==> config.mk <==
export PLATFORM = sky130hd
export DESIGN_NAME = openram_scan_bridge
export DESIGN_NICKNAME = d
export VERILOG_FILES = /design/src/rtl/openram_tc_pkg.sv /design/src/rtl/openram_scan_bridge.sv
export SDC_FILE = /design/constraint.sdc
export NUM_CORES = 1
export LEC_CHECK = 0
export ABC_AREA = 0
export CAP_MARGIN = 20
export CORE_ASPECT_RATIO = 2
export CORE_MARGIN = 5
export CORE_UTILIZATION = 53
export CTS_BUF_LIST = sky130_fd_sc_hd__clkbuf_8 sky130_fd_sc_hd__clkbuf_16
export DETAILED_ROUTE_END_ITERATION = 8
export HOLD_SLACK_MARGIN = 0.05
export PLACE_DENSITY_LB_ADDON = 0.2
export SETUP_SLACK_MARGIN = 0.05
export SYNTH_ARGS = -nofsm -noshare
export SYNTH_HDL_FRONTEND = slang
export SYNTH_SLANG_ARGS = --single-unit
export TNS_END_PERCENT = 100
==> constraint.sdc <==
create_clock -name clk_in -period 2.08 [get_ports clk_in]
set_clock_uncertainty 0.05 [all_clocks]
set_input_delay 0.624 -clock clk_in [delete_from_list [all_inputs] [get_ports clk_in]]
set_output_delay 0.624 -clock clk_in [all_outputs]
set_load 0.005 [all_outputs]
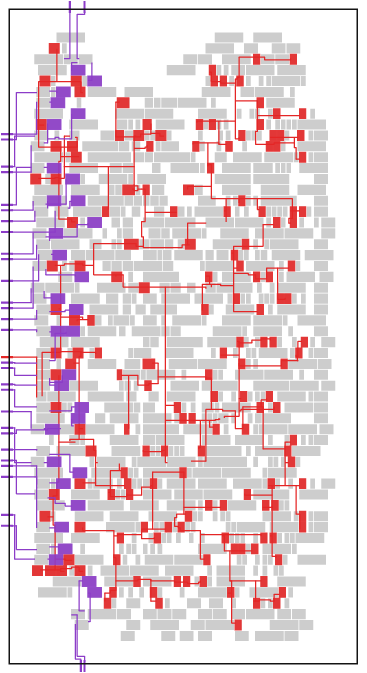
port_trees.png
(4 px per um)
[red] rst | bits: 1 | direction: input | edge: left | end cells: 162 | buffers: 8 | wire: 1310 um
[purple] sram_data | bits: 32 | direction: input | edge: 28 left, 2 bottom, 2 top | end cells: 32 | buffers: 32 | wire: 530 um
Port-buffer cells: 96
IO Pins: 97

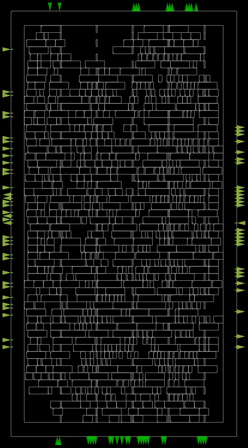
placed.png
num rows: 56
Seq Cell Count: 161

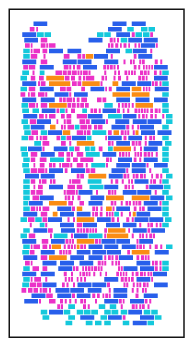
class_map.png
(2 px per um)
[blue] registers | cells: 161
[orange] clock drivers and dummy loads | cells: 32
[magenta] remaining logic cells | cells: 533
[cyan] remaining buffers and delay cells | cells: 117
Placeable Area: 11600 um^2
flop share of the area: 40.4%
cell area after layout: 7990 um^2

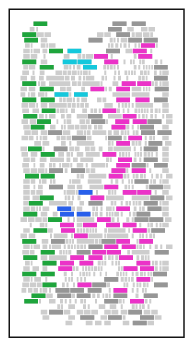
ff_map.png
(2 px per um) Other sequential cells in the stronger gray, the rest of the logic in the fainter gray.
[magenta] in_sr_q | flops: 56
[green] out_sr_q | flops: 32 | where: a vertical strip on the left
[cyan] bit_cnt_q | flops: 6 | where: top middle
[blue] wait_cnt_q | flops: 4
not colored: 63
P_seq: 3.10 mW
post-layout util: 68.7%
Register Area: 3220 um^2

==> results.toml <==
# synthesis and place-and-route metrics
[global_route]
met2_usage_pct = 37.0
top_usage_layer = "met2"
gr-usage-met1_pct = 19.5
grt_start_max_net_pins = 64
grt_pass1_vias = 5132
grt_overflow_total = 0

[final_layout]
n_all_buffers = 117
instances_no_fill = 988
comb_area_um2 = 2720
fin_nets = 869
fillCellCount = 979
n_all_inverters = 7
drive_gt1_share_pct = 7.83
final-clk-cell-share_pct = 7.54
dominant-cell-class = "sequential cells"
comb_cells = 526
comb_area_share_pct = 34.1

[yosys]
area_leaders = "dfxtp_1, nand2_1, a21oi_1"
flop_cell = "dfxtp_1"
synth.logic.top_family = "simple AND/OR/NAND/NOR gates"
yosys_area_um2 = 6230
synthCells = 751
synth.cellmix.simpleShare_pct = 20.3
yosys.area.top_type = "dfxtp_1"
ys_seq_elements = 161
synthesis.area_um2 = 6230
fp_nets = 790
ys_seq_share_pct = 51.8
synth-compound-area-share_pct = 17.4

[pwr]
p_sw_share_pct = 21.5
comb_cell_power_uw = 232
p_sw_mw = 1.39

[critical_path]
endpoint_kind = "output port"
cp_slowest_stage_delay_ps = 520
worstPathMaxFanout = 2
cp_data_arrival_time_ps = 1320
crit_chain = "clkdlybuf4s50_1"
critPathTopFamily = "buffers and inverters"
required_ps = 1410
critPathLaunchType = "flop"

[final_timing]
setup_violations = 0
hold_violations = 0
fmax_mhz = 503
slew_viol_final = 0
final.setup.tns_ps = 0

[routing]
wl_met3_um = 533
finalWirelength_um = 13200
firstDrtPassIters = 4
routed_via_density = 5.38
drt-initial-drc-count = 237

[place]
dpl_cell_area_um2 = 7380
hpwl_um = 9100
pre_cts_slack_ps = -88.0

[flow_run]
drv_cap = 0
warnings = 27

[cts]
cts.repair.resized = 1
root_buffer = "clkbuf_16"
post_cts_buffers = 0
clock-sinks = 161

[floorplan]
die_x_um = 86.6
taps = 145

[run_status]
status = "completed"
Power and IR drop assume default switching activity.
